==> config.mk <==
export PLATFORM = sky130hd
export DESIGN_NAME = noun_mem_arbiter
export DESIGN_NICKNAME = d
export VERILOG_FILES = /design/src/rtl/nock_pkg.sv /design/src/rtl/noun_mem_arbiter_rr_pick2.sv /design/src/rtl/noun_mem_arbiter.sv
export SDC_FILE = /design/constraint.sdc
export NUM_CORES = 1
export LEC_CHECK = 0
export CAP_MARGIN = 20
export CORE_AREA = 5 5 160 162
export CTS_CLUSTER_SIZE = 40
export DETAILED_ROUTE_END_ITERATION = 7
export DIE_AREA = 0 0 165 167
export SLEW_MARGIN = 20
export SYNTH_ARGS = -nofsm -noshare
export SYNTH_HDL_FRONTEND = slang
export SYNTH_SLANG_ARGS = --single-unit
==> constraint.sdc <==
create_clock -name clk -period 2.65 [get_ports clk]
set_input_delay 0.53 -clock clk [delete_from_list [all_inputs] [get_ports clk]]
set_output_delay 0.53 -clock clk [all_outputs]
set_load 0.03 [all_outputs]
### Pin map, run 1

Drawn at 1.5 px/um. Pins as bars across the die edge, other pins in gray.
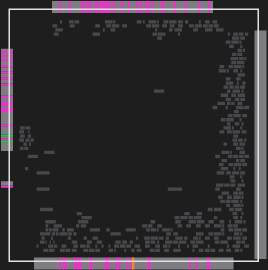
color	port	pins	direction	edge
green	`t_we`	2	input	left
magenta	`mem_rdata`	64	input	27 top, 22 bottom, 15 left
orange	`t_rvalid`	1	output	bottom
all pins by edge	144 bottom, 116 top, 112 right, 53 left
vertical die dimension: 167 um
number of buffers added on ports: 232

### Signal wires on met2, run 1

Drawn at 1.5 px/um.
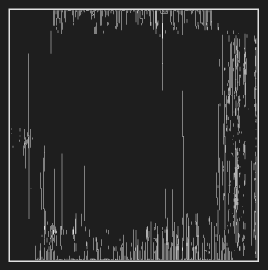
nets with wire on the layer	498
main direction	vertical
via count: 1982
final wirelength: 9.87 mm
met2 Resource Use GR: 9.53%

### Wiring by layer, run 1

Drawn at 2 px/um.
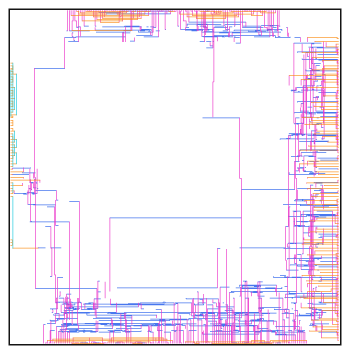
color	layer	wire length
blue	M1	3630 um
cyan	M4	146 um
orange	M3	1840 um
magenta	M2	4240 um
global-route total usage across every layer: 6.10%
mean routed wirelength per cell: 14.4 um

==> ds_physical_params.txt, run 1 <==
Implementation parameters

Parameter                              Value

Setup path
  Largest stage delay on the critical path .................. around 0.29 ns
  Crit. path cell count .................. 10
  Buffers & Inverters on Critical Path .................. 7
  Slowest library cell on the worst path .................. sky130_fd_sc_hd__mux2_4
  Worst-path cell chain .................. buf_2, a21bo_4, o21ai_4, buf_6, buf_12, buf_16, buf_8, buf_6, mux2_4, buf_6
  Critical path endpoint category .................. output port
  Cell count of the worst reg-to-reg path .................. 5
  CP dominant cell by count .................. sky130_fd_sc_hd__buf_6
  Startpoint kind of the worst setup timing path .................. input pin

Placed design
  Placement Cell Area .................. 4190 um2
  Placer congestion estimate .................. 0.740
  Detailed-placement wirelength estimate .................. 8.19 mm
  Instance count after placement with tap cells included .................. 676

Worst hold path
  Worst Hold Depth .................. 2

Clock network
  Insertion delay at the late pin of the worst-skew pair .................. 0.22 ns
  Count of hold buffers inserted by post-cts repair .................. 0
  Clock tree from TritonCTS .................. yes
  Cell resize tally after clock tree synthesis .................. 307
  Clock Path Buffers .................. 2
  TritonCTS Buffers .................. 3
  Root Driver .................. sky130_fd_sc_hd__clkbuf_16

Timing
  Number of hold violations in the final report .................. 0
  Final WS setup .................. between 0.04 and 0.05 ns
  Fmax achieved .................. 385 MHz
  Max-slew headroom .................. 75.1%
  Slew Viols, Final .................. 0
  Final critical path time including I/O delays and setup .................. between 2 and 3 ns
  Sum of negative setup slack .................. 0 ns
  Final worst-path cycle share .................. 98.1%

Yosys
  Part of the Yosys area used for sequential elements .................. 3.39%
  Synthesized-area fraction occupied by adder cells .................. 0%
  Synth warn .................. 0
  Dominant cell area share .................. around 40%
  Post-synthesis instance total .................. 232
  Flops out of synthesis .................. 4
  Yosys top cell by area .................. sky130_fd_sc_hd__buf_4
  Total cells reported by yosys after synthesis .................. 232
  Synthesis area per yosys .................. approximately 2400 um2
  Post-Synthesis Mean Instance Area .................. about 10 um2
  Area fraction in mux cells .................. 43.7%
  Synth top area cells .................. sky130_fd_sc_hd__buf_4, sky130_fd_sc_hd__mux2_4, sky130_fd_sc_hd__buf_12, sky130_fd_sc_hd__mux2_2, sky130_fd_sc_hd__dfxtp_1

GRT
  Initial antenna violation count .................. 0
  Via count of the first global-routing pass .................. 2085
  Global-route wire length before repair .................. 13.1 mm

Run
  Number of maximum-capacitance violations .................. 0
  Total tool warning count .................. 27

Routing
  Final antenna-violating net count .................. 0
  Via density .................. 2.89
  Detailed-router iteration count before antenna repair .................. 3
  Count of unresolved DRC violations after routing .................. 0
  DRC violation total after the first TritonRoute iteration .................. 36

Final layout
  Flip-flop and latch area .................. around 80 um2
  Fraction of layout cells with a size suffix above 1 .................. 52.1%
  Area of all placed cells without fillers .................. 4110 um2
  Top library cells by usage in the layout, fill and taps aside .................. sky130_fd_sc_hd__clkdlybuf4s50_1, sky130_fd_sc_hd__mux2_4, sky130_fd_sc_hd__buf_2

Floorplan
  Top-level port count .................. approximately 430
  Total number of placement rows .................. 57
  Area of the placeable core .................. ~24000 um2

Status
  Outcome .................. completed

Power
  Power density relative to cell area .................. 267 nW/um2
run 1: power by group:
group	total (mW)	internal (mW)	switching, mW	leakage, nW
clock	0.233	0.193	0.0402	0.0370
combinational	0.799	0.450	0.349	1.78
sequential	0.0660	0.0634	0.00265	0.0327
total	1.10	0.706	0.392	1.85
run 1: final cells by class:
class                   count  share of cell area [%]
flip-flops and latches      4                    1.95
multi-input cells          91                    28.8
well taps                 324                    9.88
inverters                   1                  0.0914
repair buffers            262                    57.4
clock buffers               3                    1.83
run 1: routing by layer:
metal	global-route usage, %	wire length (um)	up-vias
li1	-	-	908
met1	6.70	3630	843
met2	9.53	4240	205
met3	4.18	1840	26
met4	1.70	146	0
met5	0	0	-
### Routing congestion, run 1

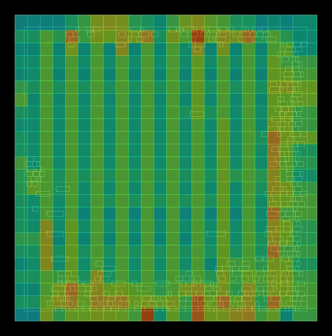

==> run 2, diff against run 1 <==
Settings changed: ABC_AREA set to 0, CORE_AREA 5 5 160 162 to 5 5 164 166, DIE_AREA 0 0 165 167 to 0 0 169 171, DONT_BUFFER_PORTS set to 1.
### Routing congestion, run 2

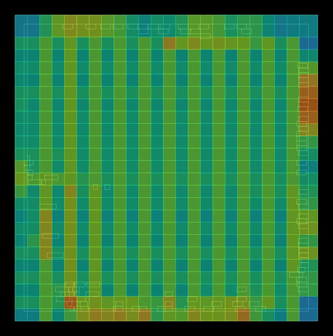
mean routed wirelength per cell: 16.6 um
final cell utilization of the core: 7.22%
met1 track utilization from global routing: 4.02%

==> run 2 against run 1 <==
Net effect: area after synthesis did not move; setup slack improved by 0.19 ns; combinational power fell by 47%; worst hold slack got worse by 0.17 ns; sequential power fell by 1%; clock skew rose by 0.0010 ns; synthesized cell count did not move; via count fell by 44%; count of clock-buffer cells in the layout did not move; register-to-register slack improved by 0.11 ns; clock power barely moved; global-route usage fell by 2.2 points; largest power group unchanged.
==> ds_physical_params.txt, run 2 <==
Implementation parameters

Parameter                              Value

Yosys
  Synthesis area per yosys .................. 2360 um2 (unchanged)
  Total cells reported by yosys after synthesis .................. 232 (unchanged)
  Post-Synthesis Mean Instance Area .................. 10.2 um2 (unchanged)
  Flops out of synthesis .................. 4 (unchanged)
  Yosys top cell by area .................. sky130_fd_sc_hd__buf_4 (unchanged)
  Part of the Yosys area used for sequential elements .................. 3.39% (unchanged)
  Post-synthesis instance total .................. 232 (unchanged)
  Synth top area cells .................. sky130_fd_sc_hd__buf_4, sky130_fd_sc_hd__mux2_4, sky130_fd_sc_hd__buf_12, sky130_fd_sc_hd__mux2_2, sky130_fd_sc_hd__dfxtp_1 (unchanged)

Clock network
  Clock Path Buffers .................. 2 (unchanged)
  Root Driver .................. sky130_fd_sc_hd__clkbuf_16 (unchanged)
  Insertion delay at the late pin of the worst-skew pair .................. 0.22 ns (about the same)
  Clock tree from TritonCTS .................. yes (unchanged)
  Count of hold buffers inserted by post-cts repair .................. 0 (unchanged)

Worst hold path
  Worst Hold Depth .................. 1 (was 2)

Final layout
  Fraction of standard cell area that is sequential .................. 4.36% (was 1.95%)
  Relative area of non-clock buffer cells in the final design .................. 4.49% (was 57.4%)
  Seq Cell Count .................. 4 (unchanged)
  Clock buf count .................. 3 (unchanged)
  Multi-input gates .................. 91 (unchanged)
  Signal inverters .................. 1 (unchanged)
  Biggest area consumer among cell classes .................. logic gates (was buffers)
  Fraction of area in multi-input gates .................. 64.1% (was 28.8%)
  Buffer count excluding the clock tree in the final layout .................. 6 (was 262)
  Flip-flop and latch area .................. 80.1 um2 (unchanged)
  Area of all placed cells without fillers .................. 1840 um2 (was 4110 um2)

Placed design
  Detailed-placement wirelength estimate .................. 6.59 mm (was 8.19 mm)
  Instance count after placement with tap cells included .................. 437 (was 676)
  Placer congestion estimate .................. 0.626 (was 0.740)

Routing
  DRC violation total after the first TritonRoute iteration .................. 29 (was 36)
  Via density .................. 2.51 (was 2.89)
  Final antenna-violating net count .................. 0 (unchanged)
  Detailed-router iteration count before antenna repair .................. 6 (was 3)

Power
  Switching portion of total power .................. 43.6% (was 35.7%)
  Top contributor to total power .................. combinational cells (unchanged)
  Power attributed to combinational cells .................. 0.424 mW (was 0.799 mW)
  Sequential power .................. 0.0652 mW (was 0.0660 mW)
  Net switching power .................. 0.316 mW (was 0.392 mW)
  P_clk .................. 0.235 mW (was 0.233 mW)
  Design internal power .................. 0.409 mW (was 0.706 mW)

Timing
  Max-slew headroom .................. 56.7% (was 75.1%)
  Final critical path time including I/O delays and setup .................. 2.41 ns (was 2.60 ns)
  Slew Viols, Final .................. 0 (unchanged)
  Fmax achieved .................. 415 MHz (was 385 MHz)
  Final WS setup .................. 0.243 ns (was 0.0494 ns)
  Sum of negative setup slack .................. 0 ns (unchanged)

Floorplan
  Top-level port count .................. 425 (unchanged)
  Total number of placement rows .................. 59 (was 57)
  Total number of tap cells .................. 335 (was 324)
  Vertical die dimension .................. 171 um (was 167 um)
  Area of the placeable core .................. 25500 um2 (was 24000 um2)

Setup path
  Largest stage delay on the critical path .................. 0.38 ns (was 0.29 ns)
  Critical path endpoint category .................. output port (unchanged)
  Slowest library cell on the worst path .................. sky130_fd_sc_hd__mux2_4 (unchanged)
  Cell count of the worst reg-to-reg path .................. 4 (was 5)
  CP dominant cell by count .................. sky130_fd_sc_hd__buf_12 (was sky130_fd_sc_hd__buf_6)
  Startpoint kind of the worst setup timing path .................. flip-flop (was input pin)

GRT
  Global Route met3 Usage .................. 3.51% (was 4.18%)
  Top Usage Layer GRT .................. met2 (unchanged)
  Global-route wire length before repair .................. 7.87 mm (was 13.1 mm)
  Initial antenna violation count .................. 0 (unchanged)
  Via count of the first global-routing pass .................. 1072 (was 2085)

Status
  Outcome .................. completed (unchanged)

Run
  Number of maximum-capacitance violations .................. 0 (unchanged)
  Total tool warning count .................. 26 (was 27)
### Wiring by layer, run 2

Drawn at 2 px/um.
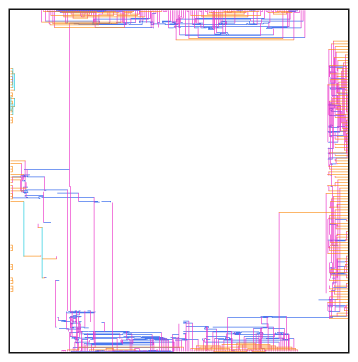
color	layer	wire length
magenta	M2	3190 um
orange	M3	1640 um
cyan	M4	86.4 um
blue	M1	2360 um
via count: 1106
global-route total usage across every layer: 3.86%
final wirelength: 7.28 mm

-- run 2: cell counts after synthesis --
No cell type changed its count.
-- run 2: worst max-delay path: cells and delay by family, from the launching register on --
kind                   cells  cell delay (ns)
AOI/OAI and AO/OA          2             0.42
DFF                        1             0.32
muxes                      1             0.38
buffers and inverters      2             0.48
-- run 2: kinds of logic (layout without fill, tap and decap cells) --
family                 count (synthesis)  count (layout)  share of synthesized area, %
AND-OR/OR-AND                          8               8                          3.17
buffers and inverters                137              10                          46.8
flip-flops                             4               4                          3.39
multiplexers                          72              72                          43.7
AND/OR/NAND/NOR                       11              11                          2.96
-- run 2: metal layers --
layer  part of all wire (%)  routed length, um
met3                     23               1640
met1                     32               2360
met5                      0                  0
met4                    1.2                 86
met2                     44               3190
Power figures rest on the tool's default switching activity, not on a simulated workload.
